===== config.mk =====
export PLATFORM = sky130hd
export DESIGN_NAME = pipedmem_io_in
export DESIGN_NICKNAME = d
export VERILOG_FILES = /design/src/rtl/pipedmem_io_in.sv
export SDC_FILE = /design/constraint.sdc
export NUM_CORES = 1
export LEC_CHECK = 0
export ABC_AREA = 1
export CORE_MARGIN = 5
export CORE_UTILIZATION = 40
export CTS_BUF_LIST = sky130_fd_sc_hd__clkbuf_4 sky130_fd_sc_hd__clkbuf_8 sky130_fd_sc_hd__clkbuf_16
export CTS_CLUSTER_SIZE = 16
export DETAILED_ROUTE_END_ITERATION = 6
export GPL_TIMING_DRIVEN = 0
export HOLD_SLACK_MARGIN = 0.06
export MAX_ROUTING_LAYER = met4
export SETUP_SLACK_MARGIN = 0.4
export SLEW_MARGIN = 40
export SYNTH_ARGS = -nofsm -noshare
export SYNTH_HDL_FRONTEND = slang
export SYNTH_HIERARCHICAL = 1
export SYNTH_SLANG_ARGS = --single-unit
export TNS_END_PERCENT = 5

===== constraint.sdc =====
create_clock -name mem_clk -period 1.3 [get_ports mem_clk]
set_input_delay 0.26 -clock mem_clk [delete_from_list [all_inputs] [get_ports mem_clk]]
set_output_delay 0.26 -clock mem_clk [all_outputs]
set_load 0.005 [all_outputs]

===== src/rtl/pipedmem_io_in.sv =====
// Switch/key input conditioner for the pipelined computer's memory-mapped I/O:
// 2-flop synchronisers, per-bit debounce, and a W1C key-press capture register.

module pipedmem_io_in_db #(
    parameter int   DEBOUNCE_CYCLES = 50000,
    parameter int   CNT_W           = 16,
    parameter logic RST_VAL         = 1'b0
) (
    input  logic mem_clk,
    input  logic clrn,
    input  logic i_raw,
    output logic o_stable
);
    logic             r_s1, r_s2, r_stable;
    logic [CNT_W-1:0] r_cnt;

    always_ff @(posedge mem_clk or negedge clrn) begin
        if (!clrn) begin
            r_s1     <= RST_VAL;
            r_s2     <= RST_VAL;
            r_stable <= RST_VAL;
            r_cnt    <= '0;
        end else begin
            r_s1 <= i_raw;
            r_s2 <= r_s1;
            // Any return to the stable level restarts the count, so short glitches never land.
            if (r_s2 == r_stable) begin
                r_cnt <= '0;
            end else if (r_cnt == CNT_W'(DEBOUNCE_CYCLES - 1)) begin
                r_stable <= r_s2;
                r_cnt    <= '0;
            end else begin
                r_cnt <= r_cnt + 1'b1;
            end
        end
    end

    assign o_stable = r_stable;
endmodule

module pipedmem_io_in #(
    parameter int DEBOUNCE_CYCLES = 50000,
    parameter int CNT_W           = 16
) (
    input  logic        mem_clk,
    input  logic        clrn,
    input  logic [9:0]  sw_raw,
    input  logic [3:1]  key_raw,
    input  logic [31:0] addr,
    input  logic [31:0] datain,
    input  logic        we,
    output logic [9:0]  sw,
    output logic [3:1]  key,
    output logic        rd_hit,
    output logic [31:0] rd_data,
    output logic        irq
);
    localparam logic [31:0] CAP_ADDR = 32'hffff_ff14;
    // Switches idle low, keys idle high (released).
    localparam logic [12:0] RST_VEC  = {3'b111, 10'b0};

    logic [12:0] w_raw, w_stable;
    logic        w_hit;
    logic [3:1]  w_press, w_clr, w_cap_next;
    logic [3:1]  r_key_d, r_cap;
    logic        r_irq;

    assign w_raw = {key_raw, sw_raw};

    for (genvar b = 0; b < 13; b++) begin : g_db
        pipedmem_io_in_db #(
            .DEBOUNCE_CYCLES (DEBOUNCE_CYCLES),
            .CNT_W           (CNT_W),
            .RST_VAL         (RST_VEC[b])
        ) u_db (
            .mem_clk  (mem_clk),
            .clrn     (clrn),
            .i_raw    (w_raw[b]),
            .o_stable (w_stable[b])
        );
    end

    assign sw  = w_stable[9:0];
    assign key = w_stable[12:10];

    // Press is seen one edge after the debounced key falls; press beats a same-cycle clear.
    assign w_hit      = (addr == CAP_ADDR);
    assign w_press    = r_key_d & ~key;
    assign w_clr      = {3{we & w_hit}} & datain[3:1];
    assign w_cap_next = w_press | (r_cap & ~w_clr);

    always_ff @(posedge mem_clk or negedge clrn) begin
        if (!clrn) begin
            r_key_d <= 3'b111;
            r_cap   <= '0;
            r_irq   <= 1'b0;
        end else begin
            r_key_d <= key;
            r_cap   <= w_cap_next;
            r_irq   <= |r_cap;
        end
    end

    assign irq     = r_irq;
    assign rd_hit  = w_hit;
    assign rd_data = w_hit ? {28'b0, r_cap, 1'b0} : 32'b0;
endmodule


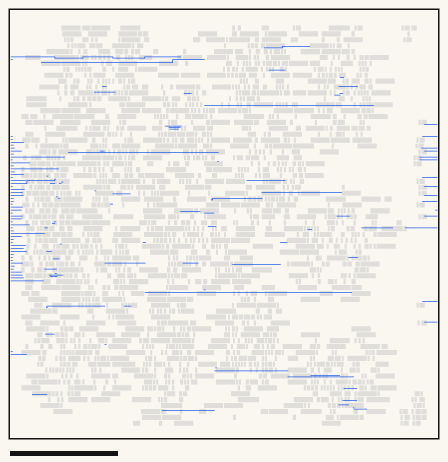
run_1/met3.png
The bar under the picture is 50 microns long.
nets with wire on the layer = 104
longest straight run = 95.2 microns
wire length on this layer = 1210 microns
share of all routed wire = 4.1%

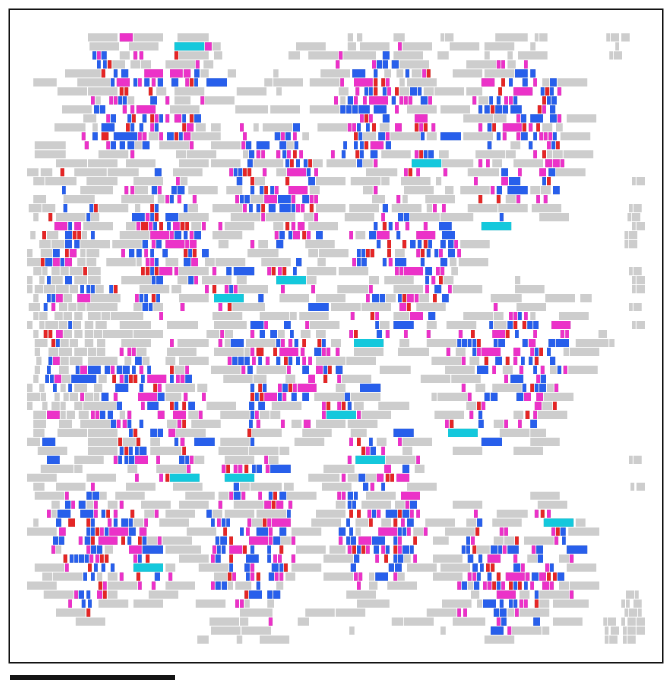
run_1/gate_families.png
The bar under the picture is 50 microns long.
blue -> NAND gates  # cells 517, where all over the die
cyan -> adder and majority cells  # cells 13
magenta -> NOR gates  # cells 478, where all over the die
red -> inverters  # cells 198, where all over the die

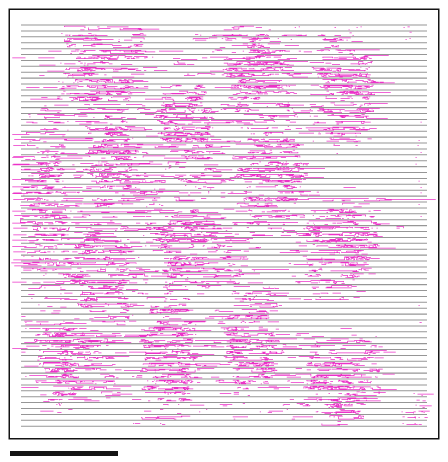
run_1/met1.png
The bar under the picture is 50 microns long. Supply wires on this layer in grey.
share of all routed wire = 45%
wire length on this layer = 13400 microns
main direction = horizontal

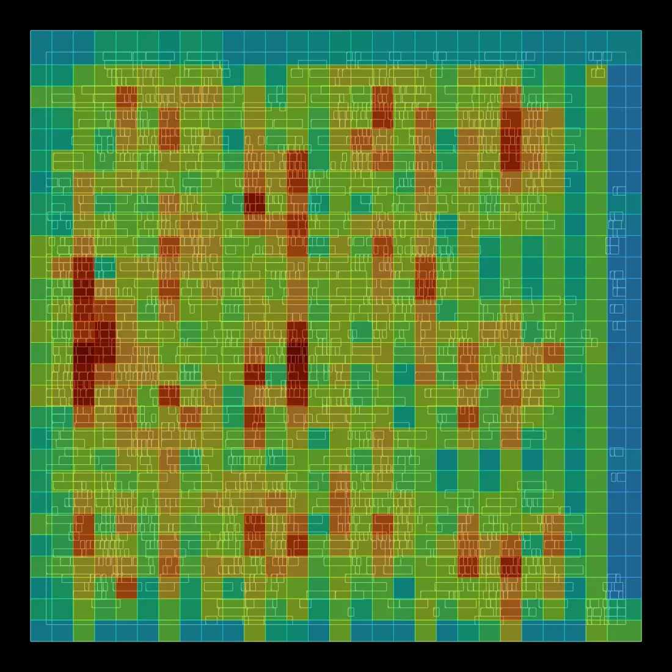
run_1/final_congestion.png
met1 Usage GRT: 19.5%
utilization after layout: 50.9%

==> qor.tcl, run 1 <==
set qor(first_pass_iters) 4
set qor(synth-xor-area-share_pct) 8.63
set qor(post_synth_num_cell_types) 30
set qor(synth_stat.cells) 1688
set qor(clock_cell_area_share_pct) 5.81
set qor(chipHeight_microns) 197
set qor(fin_cells) 2363
set qor(largestPowerGroup) {the clock network}
set qor(met1_length_mm) 13.4
set qor(area_leaders) {sky130_fd_sc_hd__dfrtp_1 (43%), sky130_fd_sc_hd__nor2_1 (11%), sky130_fd_sc_hd__nand2_1 (6.8%), sky130_fd_sc_hd__xor2_1 (5.7%), sky130_fd_sc_hd__inv_1 (4.9%)}
set qor(antenna_found_initial) 0
set qor(post-cts-setup-buffers) 62
set qor(worst_r2r_dst) {g_db[10].u_db/r_cnt[3]$_DFF_PN0_}
set qor(ys_ff) 254
set qor(buf_share_pct) 7.98
set qor(dr_total_vias) 11000
set qor(groute.layer.met2.usage_pct) 27.1
set qor(areaGrowthSynthToFinish_pct) 25.6
set qor(r2r_setup_slack_ns) -0.04
set qor(netSwitchingPower_w) 0.00395
set qor(grt_pass1_vias) 11300
set qor(layout_min_cycle_time_ns) 1.56
set qor(logic_area_sq_um) 7480
set qor(power.share.clock_pct) 48.2
set qor(gr-usage-met3_pct) 2.56
set qor(drv.max_cap_violation_count) 0
set qor(wl_mm) 29.5
set qor(antennaDiodeCount) 0
set qor(yosys-top-cells-count) {sky130_fd_sc_hd__nor2_1 (412), sky130_fd_sc_hd__nand2_1 (254), sky130_fd_sc_hd__dfrtp_1 (242)}
set qor(cts_repair_resize_count) 248
set qor(ios) 127
set qor(worst_setup_path_start_kind) {input port}
set qor(timing.final.setup_violations) 83
set qor(finalHoldViolations) 137
set qor(multi_input_logic_portion_of_the_cell_area_pct) 42.4
set qor(syn_area_per_cell_sq_um) 8.32
set qor(gp_congestion) 0.856
set qor(placed_cell_area_sq_um) 15700
set qor(synthFlopType) {sky130_fd_sc_hd__dfrtp_1}
set qor(pg_clk_w) 0.00859
set qor(post-synth-top-area-fraction_pct) 43.1
set qor(ir_worst_vdd_mv) 0.846
set qor(tapcell.inserted) 455
set qor(dr_wl_met3_mm) 1.21
set qor(largestClassByArea) {combinational gates}
set qor(pg_comb_w) 0.000999
set qor(synthCells) 1688
set qor(antenna_left) 0
set qor(complex_gates_by_area_pct) 3.14
set qor(cts.sinks) 254
set qor(seq_power_share_pct) 46.2
set qor(asyncSetResetFlopFracSynth_pct) 100
set qor(cp_data_required_time_ns) 1.78
set qor(length_of_routed_met2_wiring_mm) 14.3
set qor(final_layout_top_logic_cells) {sky130_fd_sc_hd__nor2_1 (385), sky130_fd_sc_hd__nand2_1 (247), sky130_fd_sc_hd__dfrtp_1 (226), sky130_fd_sc_hd__inv_1 (164), sky130_fd_sc_hd__nand3_1 (122)}
set qor(setup.worst_path.end_class) {register}
set qor(cts_max_level) 1
set qor(number_of_buffers_created_by_cts) 29
set qor(die_w_microns) 197
set qor(internal_power_w) 0.0139
set qor(violations) {negative hold slack, negative setup slack}
set qor(fillCellCount) 3188
set qor(finClkSkew_ns) 0.0122
set qor(design.core.area_sq_um) 34600
set qor(critical_path_class) {input port to register}
set qor(fp-row-count) 68
set qor(post-route-worst-setup-slack_ns) -0.258
set qor(root_buffer) {sky130_fd_sc_hd__clkbuf_16}
set qor(power_w) 0.0178
set qor(layout.sequential_cells) 254
set qor(rsz0062_at_grt) {true}
set qor(finish.net_count) 1979
set qor(nClkBuffers) 44
set qor(reg2reg_depth) 6
set qor(fraction_of_standard_cell_area_that_is_sequential_pct) 36.3
set qor(fp_util_pct) 40.5
set qor(crit_path_max_fanout) 3
set qor(yosysWarningCount) 6
set qor(insertion_delay_ns) 0.55
set qor(nonClockBufferCount) 168
set qor(ff_to_ff_start) {g_db[10].u_db/r_cnt[0]$_DFF_PN0_}
set qor(grt_max_degree) 72
set qor(syn_area_sq_um) 14000
set qor(clkSlewWorstSetupHoldPaths_ns) 0.06
set qor(dpl.hpwl_mm) 20.1
set qor(finalHoldWorstSlack_ns) -0.489
set qor(yosys-mux-area-fraction_pct) 0
set qor(setup_ws_pre_cts_ns) -0.870
set qor(power_leakage_nw) 8.63
set qor(cts_tree) {yes}
set qor(global_route.usage.total_pct) 15.8
set qor(power.share.combinational_pct) 5.6
set qor(yosys.cell_count.top_type) {sky130_fd_sc_hd__nor2_1}
set qor(dr.max_layer_used) {met4}
set qor(lay_top_count) {sky130_fd_sc_hd__nor2_1}
set qor(synth.yosys.seq_area_share_pct) 45.4
set qor(power-per-cell-area_nw_per_um2) 1010
set qor(grt_pass1_wl_mm) 51.6
set qor(result_of_the_run) {finished, violations left}
set qor(viasPerCell) 4.66
set qor(layout.comb_gates.multi_input) 1235
set qor(first_iter_violations) 488
set qor(achievable-frequency_mhz) 642
set qor(openroad.warnings) 60
set qor(final.signal_inverter_count) 198
set qor(die-area_sq_um) 38900
set qor(drive_gt1_share_pct) 27.1
set qor(finalClockPeriodUsage_pct) 120
set qor(design_area_sq_um) 17600
set qor(gr-max-usage-layer) {met2}
set qor(synth-edff-count) 0
set qor(hold_class) {input port to asynchronous set/reset pin}
set qor(place.detailed.instances) 2243
set qor(yosys.area_share.simple_pct) 34.8
set qor(cts_buffer_depth) 3
run 1: worst max-delay path: stages:
cell and delay (ns):
sky130_fd_sc_hd__buf_6 0.10, sky130_fd_sc_hd__nand2_4 0.06, sky130_fd_sc_hd__nor2_4 0.04, sky130_fd_sc_hd__buf_6 0.10, sky130_fd_sc_hd__buf_6 0.10, sky130_fd_sc_hd__buf_6 0.10, sky130_fd_sc_hd__buf_6 0.11, sky130_fd_sc_hd__buf_6 0.10
sky130_fd_sc_hd__buf_6 0.11, sky130_fd_sc_hd__buf_6 0.11, sky130_fd_sc_hd__buf_6 0.10, sky130_fd_sc_hd__buf_6 0.10, sky130_fd_sc_hd__buf_6 0.11, sky130_fd_sc_hd__buf_6 0.11, sky130_fd_sc_hd__buf_6 0.11, sky130_fd_sc_hd__nand2_4 0.07
sky130_fd_sc_hd__nor2_4 0.04, sky130_fd_sc_hd__nand4_1 0.07, sky130_fd_sc_hd__nand2_1 0.06, sky130_fd_sc_hd__nand2_1 0.05
run 1: worst max path at each step:
stage                                  startpoint                         endpoint  slack, ns
5_1_grt                                  addr[13]               r_cap[1]$_DFF_PN0_      -0.27
3_5_place_dp                             addr[12]                       rd_data[1]      -0.87
2_1_floorplan     g_db[2].u_db/r_cnt[0]$_DFF_PN0_  g_db[2].u_db/r_cnt[0]$_DFF_PN0_       0.09
4_1_cts        g_db[11].u_db/o_stable$_DFFE_PN1P_                           key[2]      -0.22
6_report                                 addr[13]               r_cap[3]$_DFF_PN0_      -0.26
3_3_place_gp                                 clrn  g_db[5].u_db/r_cnt[5]$_DFF_PN0_     -11.30
run 1: registers in the layout, summed over array words and instances, names as in the netlist:
name                flops
r_cap                   3
irq                     1
g_db.u_db/r_s1         13
g_db.u_db/r_s2         13
r_key_d                 3
g_db.u_db/o_stable     13
g_db.u_db/r_cnt       208
==> run 1 -> run 2 <==
--- a/config.mk
+++ b/config.mk
@@ -6,14 +6,16 @@
 export NUM_CORES = 1
 export LEC_CHECK = 0
 export ABC_AREA = 1
+export CELL_PAD_IN_SITES_DETAIL_PLACEMENT = 0
+export CELL_PAD_IN_SITES_GLOBAL_PLACEMENT = 1
 export CORE_MARGIN = 5
 export CORE_UTILIZATION = 40
 export CTS_BUF_LIST = sky130_fd_sc_hd__clkbuf_4 sky130_fd_sc_hd__clkbuf_8 sky130_fd_sc_hd__clkbuf_16
-export CTS_CLUSTER_SIZE = 16
 export DETAILED_ROUTE_END_ITERATION = 6
 export GPL_TIMING_DRIVEN = 0
 export HOLD_SLACK_MARGIN = 0.06
 export MAX_ROUTING_LAYER = met4
+export PLACE_DENSITY_LB_ADDON = 0.1
 export SETUP_SLACK_MARGIN = 0.4
 export SLEW_MARGIN = 40
 export SYNTH_ARGS = -nofsm -noshare
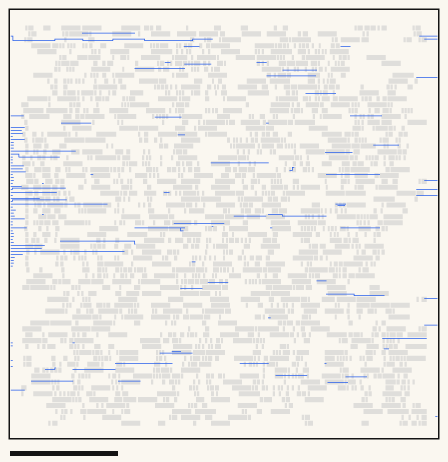
run_2/met3.png
The bar under the picture is 50 microns long.
main direction = horizontal
nets with wire on the layer = 88
share of all routed wire = 3.9%

==> qor.tcl, run 2 <==
set qor(clkSlewWorstSetupHoldPaths_ns) 0.06 ;# about the same
set qor(syn_area_per_cell_sq_um) 8.32 ;# unchanged
set qor(fillCellCount) 3286 ;# was 3188
set qor(achievable-frequency_mhz) 677 ;# was 642 MHz
set qor(antenna_left) 0 ;# unchanged
set qor(first_pass_iters) 5 ;# was 4
set qor(asyncSetResetFlopFracSynth_pct) 100 ;# unchanged
set qor(grt_pass1_wl_mm) 52.2 ;# was 51.6 mm
set qor(worst_setup_path_start_kind) {register} ;# was input port
set qor(largestPowerGroup) {sequential cells} ;# was the clock network
set qor(global_route.usage.total_pct) 16.0 ;# was 15.8%
set qor(power_leakage_nw) 8.50 ;# was 8.63 nW
set qor(ys_ff) 254 ;# unchanged
set qor(pg_comb_w) 0.000981 ;# was 0.000999 W
set qor(critical_path.top_delay_family) {flip-flops} ;# was buffers and inverters
set qor(grt_max_degree) 69 ;# was 72
set qor(cts.sinks) 254 ;# unchanged
set qor(crit_path_max_fanout) 2 ;# was 3
set qor(chipHeight_microns) 197 ;# unchanged
set qor(drv.max_cap_violation_count) 0 ;# unchanged
set qor(dpl.hpwl_mm) 20.6 ;# was 20.1 mm
set qor(areaGrowthSynthToFinish_pct) 24.3 ;# was 25.6%
set qor(lay_top_count) {sky130_fd_sc_hd__nor2_1} ;# unchanged
set qor(drive_gt1_share_pct) 27.0 ;# was 27.1%
set qor(area_leaders) {sky130_fd_sc_hd__dfrtp_1 (43%), sky130_fd_sc_hd__nor2_1 (11%), sky130_fd_sc_hd__nand2_1 (6.8%), sky130_fd_sc_hd__xor2_1 (5.7%), sky130_fd_sc_hd__inv_1 (4.9%)} ;# unchanged
set qor(wl_mm) 29.5 ;# about the same
set qor(power-per-cell-area_nw_per_um2) 996 ;# was 1010 nW/um^2
set qor(finalHoldWorstSlack_ns) -0.410 ;# was -0.489 ns
set qor(antennaDiodeCount) 0 ;# unchanged
set qor(fin_cells) 2343 ;# was 2363
set qor(registers.top_by_ff_count) {g_db.u_db/r_cnt} ;# unchanged
set qor(rsz0062_at_grt) {true} ;# unchanged
set qor(setup.worst_path.end_class) {output port} ;# was register
set qor(first_iter_violations) 448 ;# was 488
set qor(dr_total_vias) 10800 ;# was 11000
set qor(syn_area_sq_um) 14000 ;# unchanged
set qor(critical_path_class) {register to output port} ;# was input port to register
set qor(ir_worst_vdd_mv) 0.969 ;# was 0.846 mV
set qor(grt_pass1_vias) 10900 ;# was 11300
set qor(final_core_utilization_pct) 50.4 ;# was 50.9%
set qor(post-synth-top-area-fraction_pct) 43.1 ;# unchanged
set qor(critical_path.slowest_cell) {sky130_fd_sc_hd__dfstp_2} ;# was sky130_fd_sc_hd__buf_6
set qor(post-route-worst-setup-slack_ns) -0.178 ;# was -0.258 ns
set qor(cts_max_level) 1 ;# unchanged
set qor(viasPerCell) 4.63 ;# was 4.66
set qor(finalHoldViolations) 159 ;# was 137
set qor(post_synth_num_cell_types) 30 ;# unchanged
set qor(openroad.warnings) 60 ;# unchanged
set qor(root_buffer) {sky130_fd_sc_hd__clkbuf_16} ;# unchanged
set qor(worstPathCellList) {buf_6} ;# was buf_6, nand2_4, nor2_4, buf_6, buf_6, buf_6, buf_6, buf_6, buf_6, buf_6, buf_6, buf_6, buf_6, buf_6, buf_6, nand2_4, nor2_4, nand4_1, nand2_1, nand2_1
set qor(worst_r2r_dst) {g_db[6].u_db/r_cnt[3]$_DFF_PN0_} ;# was g_db[10].u_db/r_cnt[3]$_DFF_PN0_
set qor(critPathBufInv) 1 ;# was 13
set qor(cts_buffer_depth) 3 ;# unchanged
set qor(ios) 127 ;# unchanged
set qor(insertion_delay_ns) 0.55 ;# about the same
set qor(finClkSkew_ns) 0.00818 ;# was 0.0122 ns
set qor(final_layout_top_logic_cells) {sky130_fd_sc_hd__nor2_1 (371), sky130_fd_sc_hd__nand2_1 (246), sky130_fd_sc_hd__dfrtp_1 (228), sky130_fd_sc_hd__inv_1 (164), sky130_fd_sc_hd__nand3_1 (122)} ;# was sky130_fd_sc_hd__nor2_1 (385), sky130_fd_sc_hd__nand2_1 (247), sky130_fd_sc_hd__dfrtp_1 (226), sky130_fd_sc_hd__inv_1 (164), sky130_fd_sc_hd__nand3_1 (122)
set qor(synthFlopType) {sky130_fd_sc_hd__dfrtp_1} ;# unchanged
set qor(yosys.cell_count.top_type) {sky130_fd_sc_hd__nor2_1} ;# unchanged
set qor(design.core.area_sq_um) 34600 ;# unchanged
set qor(ff_to_ff_start) {g_db[6].u_db/r_cnt[0]$_DFF_PN0_} ;# was g_db[10].u_db/r_cnt[0]$_DFF_PN0_
set qor(internal_power_w) 0.0134 ;# was 0.0139 W
set qor(die_w_microns) 197 ;# unchanged
set qor(violations) {negative hold slack, negative setup slack} ;# unchanged
set qor(r2r_setup_slack_ns) -0.07 ;# was -0.04 ns
set qor(yosys-top-cells-count) {sky130_fd_sc_hd__nor2_1 (412), sky130_fd_sc_hd__nand2_1 (254), sky130_fd_sc_hd__dfrtp_1 (242)} ;# unchanged
set qor(result_of_the_run) {finished, violations left} ;# unchanged
set qor(netSwitchingPower_w) 0.00393 ;# was 0.00395 W
set qor(synth.yosys.seq_area_share_pct) 45.4 ;# unchanged
set qor(delay_of_the_slowest_cell_on_the_worst_path_ns) 0.57 ;# was 0.11 ns
set qor(fp-row-count) 68 ;# unchanged
set qor(timing.final.setup_violations) 99 ;# was 83
set qor(power_w) 0.0174 ;# was 0.0178 W
set qor(power.share.clock_pct) 47.0 ;# was 48.2%
set qor(reg2reg_depth) 6 ;# unchanged
set qor(synth-edff-count) 0 ;# unchanged
set qor(place.detailed.instances) 2242 ;# was 2243
set qor(synthCells) 1688 ;# unchanged
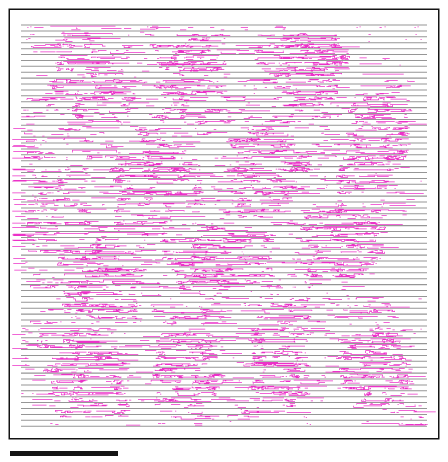
run_2/met1.png
The bar under the picture is 50 microns long. Supply wires on this layer in grey.
wire length on this layer = 13900 microns
longest straight run = 32.7 microns
share of all routed wire = 47%

-- run 2: layout make-up --
| type | instances | share of cell area (%) |
|---|---|---|
| clock inverters | 5 | 0.158 |
| plain buffers | 29 | 1.25 |
| inverters | 198 | 4.35 |
| flip-flops and latches | 254 | 36.6 |
| well taps | 455 | 3.26 |
| multi-input cells | 1235 | 43.3 |
| clock buffers | 47 | 5.42 |
| repair buffers | 120 | 5.69 |
-- run 2: metal layers --
layer  global-route usage, %  up-vias  part of all wire (%)  wire [microns]
li1                        -     5588                     -               -
met3                    2.66       45                   3.9            1160
met5                       -        -                     0               0
met1                    21.7     5060                    47           13900
met4                    3.39        0                   2.1             629
met2                    25.5      149                    47           13800
-- run 2: cell families (layout without fill, tap and decap cells) --
kind of cell | after synthesis | in the layout | synth area share [%]
and+or+nand+nor | 999 | 999 | 34.8
DFF | 254 | 254 | 45.4
buffers and inverters | 227 | 399 | 6.84
xor gates and xnor gates | 128 | 128 | 8.63
AOI/OAI and AO/OA | 66 | 66 | 3.14
adders and majority gates | 13 | 13 | 1.16
other | 1 | 29 | 0.0267
-- run 2: repair_timing --
| item | CTS | global route |
|---|---|---|
| setup buffers | 24 | 25 |
| endpoints found under the hold margin | 55 | 159 |
| resized | 245 | 96 |
| setup endpoints to repair | 241 | 269 |
| gates cloned | 0 | 0 |
| pin swaps | 53 | 42 |
-- run 2: per-stage QoR --
stage | instance area [sq um] | setup TNS [ns] | setup slack, ns
after global routing | 17400 | -17.10 | -0.229
final | 17400 | -3.15 | -0.178
after floorplan | 14300 | 0 | 0.0940
after CTS | 17000 | -7.55 | -0.221
after detailed placement | 15700 | -15.44 | -0.821
after global placement | 15600 | -2918.19 | -11.64
==> run 2 -> run 3 <==
--- a/config.mk
+++ b/config.mk
@@ -12,7 +12,6 @@
 export CORE_UTILIZATION = 40
 export CTS_BUF_LIST = sky130_fd_sc_hd__clkbuf_4 sky130_fd_sc_hd__clkbuf_8 sky130_fd_sc_hd__clkbuf_16
 export DETAILED_ROUTE_END_ITERATION = 6
-export GPL_TIMING_DRIVEN = 0
 export HOLD_SLACK_MARGIN = 0.06
 export MAX_ROUTING_LAYER = met4
 export PLACE_DENSITY_LB_ADDON = 0.1
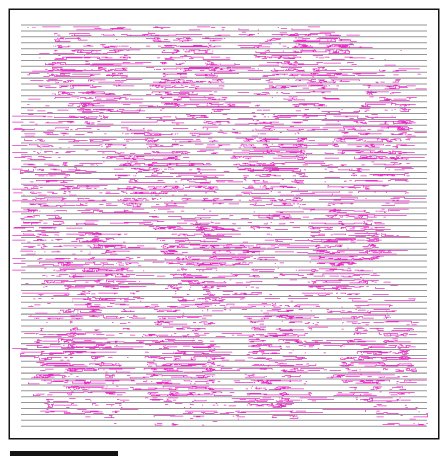
run_3/met1.png
The bar under the picture is 50 microns long. Supply wires on this layer in grey.
share of all routed wire = 47%
main direction = horizontal
wire length on this layer = 15100 microns
longest straight run = 43.2 microns
nets with wire on the layer = 1958

==> qor.tcl, run 3 <==
set qor(result_of_the_run) {finished, violations left} ;# unchanged
set qor(violations) {negative setup slack} ;# was negative hold slack, negative setup slack
set qor(final_core_utilization_pct) 55.6 ;# was 50.4%
set qor(final_layout_top_logic_cells) {sky130_fd_sc_hd__nor2_1 (361), sky130_fd_sc_hd__nand2_1 (240), sky130_fd_sc_hd__dfrtp_1 (236), sky130_fd_sc_hd__buf_4 (201), sky130_fd_sc_hd__inv_1 (165)} ;# was sky130_fd_sc_hd__nor2_1 (371), sky130_fd_sc_hd__nand2_1 (246), sky130_fd_sc_hd__dfrtp_1 (228), sky130_fd_sc_hd__inv_1 (164), sky130_fd_sc_hd__nand3_1 (122)
set qor(achievable-frequency_mhz) 688 ;# was 677 MHz
set qor(wl_mm) 32.0 ;# was 29.5 mm
set qor(route.detailed.drc) 0 ;# unchanged
set qor(hold_class) {input port to register} ;# was input port to asynchronous set/reset pin
set qor(netSwitchingPower_w) 0.00422 ;# was 0.00393 W
set qor(power_leakage_nw) 9.61 ;# was 8.50 nW
set qor(worstPathCellList) {buf_6} ;# unchanged
set qor(grt_util_met1_pct) 22.9 ;# was 21.7%
set qor(grt_pass1_wl_mm) 55.5 ;# was 52.2 mm
set qor(dr.max_layer_used) {met4} ;# unchanged
set qor(global_route.usage.total_pct) 17.2 ;# was 16.0%
set qor(root_buffer) {sky130_fd_sc_hd__clkbuf_16} ;# unchanged
set qor(ir_worst_vdd_mv) 0.983 ;# was 0.969 mV
set qor(largest_area_cell) {sky130_fd_sc_hd__dfrtp_1} ;# unchanged
set qor(power.share.clock_pct) 51.0 ;# was 47.0%
set qor(fin_cells) 2517 ;# was 2343
set qor(met1_length_mm) 15.1 ;# was 13.9 mm
set qor(pins_over_slew_limit) 0 ;# unchanged
set qor(power-per-cell-area_nw_per_um2) 991 ;# was 996 nW/um^2
set qor(synth_stat.cells) 1688 ;# unchanged
set qor(dr_wl_met3_mm) 1.23 ;# was 1.16 mm
set qor(worst_r2r_dst) {g_db[0].u_db/r_cnt[8]$_DFF_PN0_} ;# was g_db[6].u_db/r_cnt[3]$_DFF_PN0_
set qor(power_switching_share_pct) 22.2 ;# was 22.6%
set qor(asyncSetResetFlopFracSynth_pct) 100 ;# unchanged
set qor(reg2reg_depth) 6 ;# unchanged
set qor(die_w_microns) 197 ;# unchanged
set qor(routed_wire_length_per_instance_microns) 12.7 ;# was 12.6 microns
set qor(synth-edff-count) 0 ;# unchanged
set qor(first_iter_violations) 380 ;# was 448
set qor(ys_ff) 254 ;# unchanged
set qor(drv.max_cap_violation_count) 0 ;# unchanged
set qor(fillCellCount) 3153 ;# was 3286
set qor(grt_max_degree) 47 ;# was 69
set qor(viasPerCell) 4.56 ;# was 4.63
set qor(cts_max_level) 2 ;# was 1
set qor(endpoint) {key[3]} ;# unchanged
set qor(openroad.warnings) 58 ;# was 60
set qor(gp_congestion) 0.814 ;# was 0.808
set qor(gr-usage-met3_pct) 2.83 ;# was 2.66%
set qor(finalHoldViolations) 0 ;# was 159
set qor(yosys-top-cells-count) {sky130_fd_sc_hd__nor2_1 (412), sky130_fd_sc_hd__nand2_1 (254), sky130_fd_sc_hd__dfrtp_1 (242)} ;# unchanged
set qor(post-synth-top-area-fraction_pct) 43.1 ;# unchanged
set qor(dr_total_vias) 11500 ;# was 10800
set qor(finalClockPeriodUsage_pct) 112 ;# was 114%
set qor(area_leaders) {sky130_fd_sc_hd__dfrtp_1 (43%), sky130_fd_sc_hd__nor2_1 (11%), sky130_fd_sc_hd__nand2_1 (6.8%), sky130_fd_sc_hd__xor2_1 (5.7%), sky130_fd_sc_hd__inv_1 (4.9%)} ;# unchanged
set qor(gr-max-usage-layer) {met2} ;# unchanged
set qor(yosysWarningCount) 6 ;# unchanged
set qor(die-area_sq_um) 38900 ;# unchanged
set qor(yosys_area_sq_um) 14000 ;# unchanged
set qor(chipHeight_microns) 197 ;# unchanged
set qor(syn_area_per_cell_sq_um) 8.32 ;# unchanged
set qor(registers.top_by_ff_count) {g_db.u_db/r_cnt} ;# unchanged
set qor(setup_ws_pre_cts_ns) -0.831 ;# was -0.821 ns
set qor(ios) 127 ;# unchanged
set qor(dpl.hpwl_mm) 22.7 ;# was 20.6 mm
set qor(synthCells) 1688 ;# unchanged
set qor(finalHoldWorstSlack_ns) 0.159 ;# was -0.410 ns
set qor(worst_setup_path_start) {g_db[12].u_db/o_stable$_DFFE_PN1P_} ;# unchanged
set qor(design_area_sq_um) 19200 ;# was 17400 sq um
set qor(critPathBufInv) 1 ;# unchanged
set qor(first_pass_iters) 4 ;# was 5
set qor(min_from) {key_raw[3]}
set qor(globalRouteOverflowTotal) 0 ;# unchanged
set qor(areaGrowthSynthToFinish_pct) 37.1 ;# was 24.3%
set qor(fin_setup_tns_ns) -1.53 ;# was -3.15 ns
set qor(timing.final.setup_violations) 46 ;# was 99
set qor(critical_path_class) {register to output port} ;# unchanged
set qor(place.detailed.instances) 2415 ;# was 2242
set qor(number_of_buffers_created_by_cts) 34 ;# was 31
set qor(post-route-worst-setup-slack_ns) -0.153 ;# was -0.178 ns
set qor(rsz0062_at_grt) {true} ;# unchanged
set qor(finClkSkew_ns) 0.0156 ;# was 0.00818 ns
set qor(seq_power_share_pct) 43.1 ;# was 47.4%
set qor(drive_gt1_share_pct) 34.1 ;# was 27.0%
set qor(synthFlopType) {sky130_fd_sc_hd__dfrtp_1} ;# unchanged
set qor(lay_top_count) {sky130_fd_sc_hd__nor2_1} ;# unchanged
set qor(worst_setup_path_start_kind) {register} ;# unchanged
set qor(syn_area_sq_um) 14000 ;# unchanged
set qor(antenna_left) 0 ;# unchanged
set qor(setup.worst_path.end_class) {output port} ;# unchanged
set qor(crit_cells) 1 ;# unchanged
set qor(cts_buffer_depth) 3 ;# unchanged
set qor(antenna_found_initial) 0 ;# unchanged
set qor(cts.sinks) 254 ;# unchanged
set qor(largest_register_ffs) 208 ;# unchanged
set qor(power.share.combinational_pct) 5.9 ;# was 5.6%
set qor(layout_min_cycle_time_ns) 1.45 ;# was 1.48 ns
set qor(insertion_delay_ns) 0.51 ;# was 0.55 ns
set qor(placed_cell_area_sq_um) 17000 ;# was 15700 sq um
set qor(antennaDiodeCount) 0 ;# unchanged
set qor(cts_tree) {yes} ;# unchanged
set qor(cp_data_required_time_ns) 1.04 ;# about the same
set qor(grt_pass1_vias) 11900 ;# was 10900
set qor(length_of_routed_met2_wiring_mm) 15.1 ;# was 13.8 mm
set qor(arrival_ns) 1.19 ;# was 1.22 ns
set qor(yosys.cell_count.top_type) {sky130_fd_sc_hd__nor2_1} ;# unchanged
set qor(fp_util_pct) 40.5 ;# unchanged
set qor(critical_path.slowest_cell) {sky130_fd_sc_hd__dfstp_2} ;# unchanged
set qor(post_synth_num_cell_types) 30 ;# unchanged
set qor(critical_path.top_delay_family) {flip-flops} ;# unchanged
set qor(delay_of_the_slowest_cell_on_the_worst_path_ns) 0.58 ;# was 0.57 ns
set qor(design.core.area_sq_um) 34600 ;# unchanged
set qor(power_w) 0.0191 ;# was 0.0174 W
set qor(ff_to_ff_start) {g_db[0].u_db/r_cnt[0]$_DFF_PN0_} ;# was g_db[6].u_db/r_cnt[0]$_DFF_PN0_
set qor(portbufs) 68 ;# unchanged
set qor(r2r_setup_slack_ns) -0.06 ;# was -0.07 ns
set qor(groute.layer.met2.usage_pct) 27.7 ;# was 25.5%
set qor(internal_power_w) 0.0148 ;# was 0.0134 W
set qor(synth.yosys.seq_area_share_pct) 45.4 ;# unchanged
set qor(clkSlewWorstSetupHoldPaths_ns) 0.06 ;# about the same
set qor(finish.net_count) 2130 ;# was 1962
set qor(fp-row-count) 68 ;# unchanged
set qor(crit_path_max_fanout) 4 ;# was 2
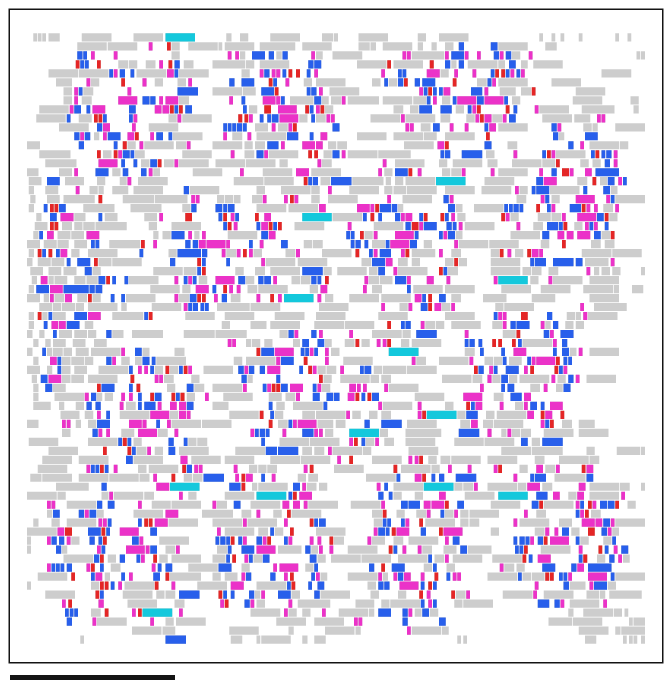
run_3/gate_families.png
The bar under the picture is 50 microns long.
red -> inverters  # cells 198, where all over the die
magenta -> NOR gates  # cells 478, where all over the die
blue -> NAND gates  # cells 517, where all over the die
cyan -> adder and majority cells  # cells 13

## run 3: worst min path at each step
stage	depth (start not counted)	to	slack [ns]
5_1_grt	1	g_db[12].u_db/r_s1$_DFF_PN1_	0.15
3_5_place_dp	1	g_db[5].u_db/r_cnt[14]$_DFF_PN0_	0.19
4_1_cts	1	g_db[12].u_db/r_s1$_DFF_PN1_	0.13
3_3_place_gp	1	g_db[5].u_db/r_cnt[14]$_DFF_PN0_	0.18
6_report	1	g_db[12].u_db/r_s1$_DFF_PN1_	0.16
2_1_floorplan	0	g_db[0].u_db/o_stable$_DFFE_PN0P_	-0.04
## run 3: final cells by class
type	instances	area [sq um]	share of cell area (%)
multi-input combinational	1235	7700	40.0
sequential	254	6380	33.2
timing repair buffer	314	2630	13.7
clock buffer	54	1110	5.77
inverter	198	761	3.95
tap	455	569	2.96
clock inverter	7	90.1	0.468
## run 3: repair_timing
| action | CTS | global route |
|---|---|---|
| setup endpoints to repair | 242 | 293 |
| hold buffers | 1 | 0 |
| pin swaps | 125 | 73 |
| buffers inserted | 38 | 2 |
| hold endpoints to repair | 242 | 0 |
| resized | 293 | 120 |
## run 3: logic make-up after synthesis
kind of cell | Yosys count | share of synthesized area (%)
AND-OR/OR-AND | 66 | 3.14
AND/OR/NAND/NOR | 999 | 34.8
buffers and inverters | 227 | 6.84
flip-flops | 254 | 45.4
XOR/XNOR | 128 | 8.63
other | 1 | 0.0267
adder cells (fa/ha/maj) | 13 | 1.16
## run 3: power groups by stage
stage | logic, W | clock network [W] | registers [W]
6_report | 0.00112 | 0.00973 | 0.00822
5_1_grt | 0.00128 | 0.0104 | 0.00823
4_1_cts | 0.00108 | 0.0101 | 0.00821
3_5_place_dp | 0.00103 | 0 | 0.00834
3_3_place_gp | 0.00101 | 0 | 0.00834
2_1_floorplan | 0.000450 | 0 | 0.00834

==> layout pictures side by side <==
Layout detail.
The bar under the picture is 10 microns long. Window x 128 to 168, y 29 to 69 microns. Cells in grey, sequential cells in the stronger grey; small squares are vias.
image #1
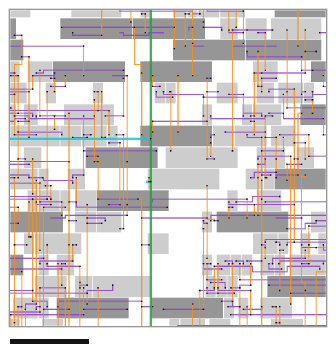
image #2
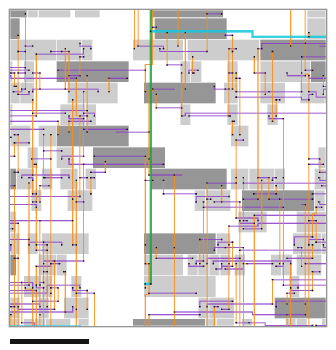
image #3
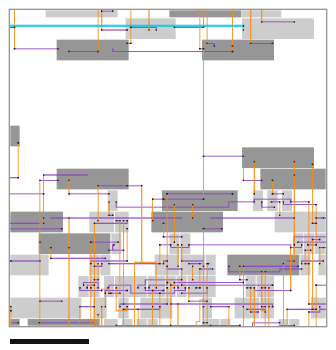
image #2: run 2
image #3: run 1
image #1: run 3

Key to image #3:
orange -> met2
purple -> met1
cyan -> met3
most frequent = nor2_1 (11), dfrtp_1 (9), nand2_1 (6)
cells with their middle in the window = 51
netlist names of flops here include = g_db.u_db/r_cnt (10)
sequential cells in the window = 10

Power figures rest on the tool's default switching activity, not on a simulated workload.
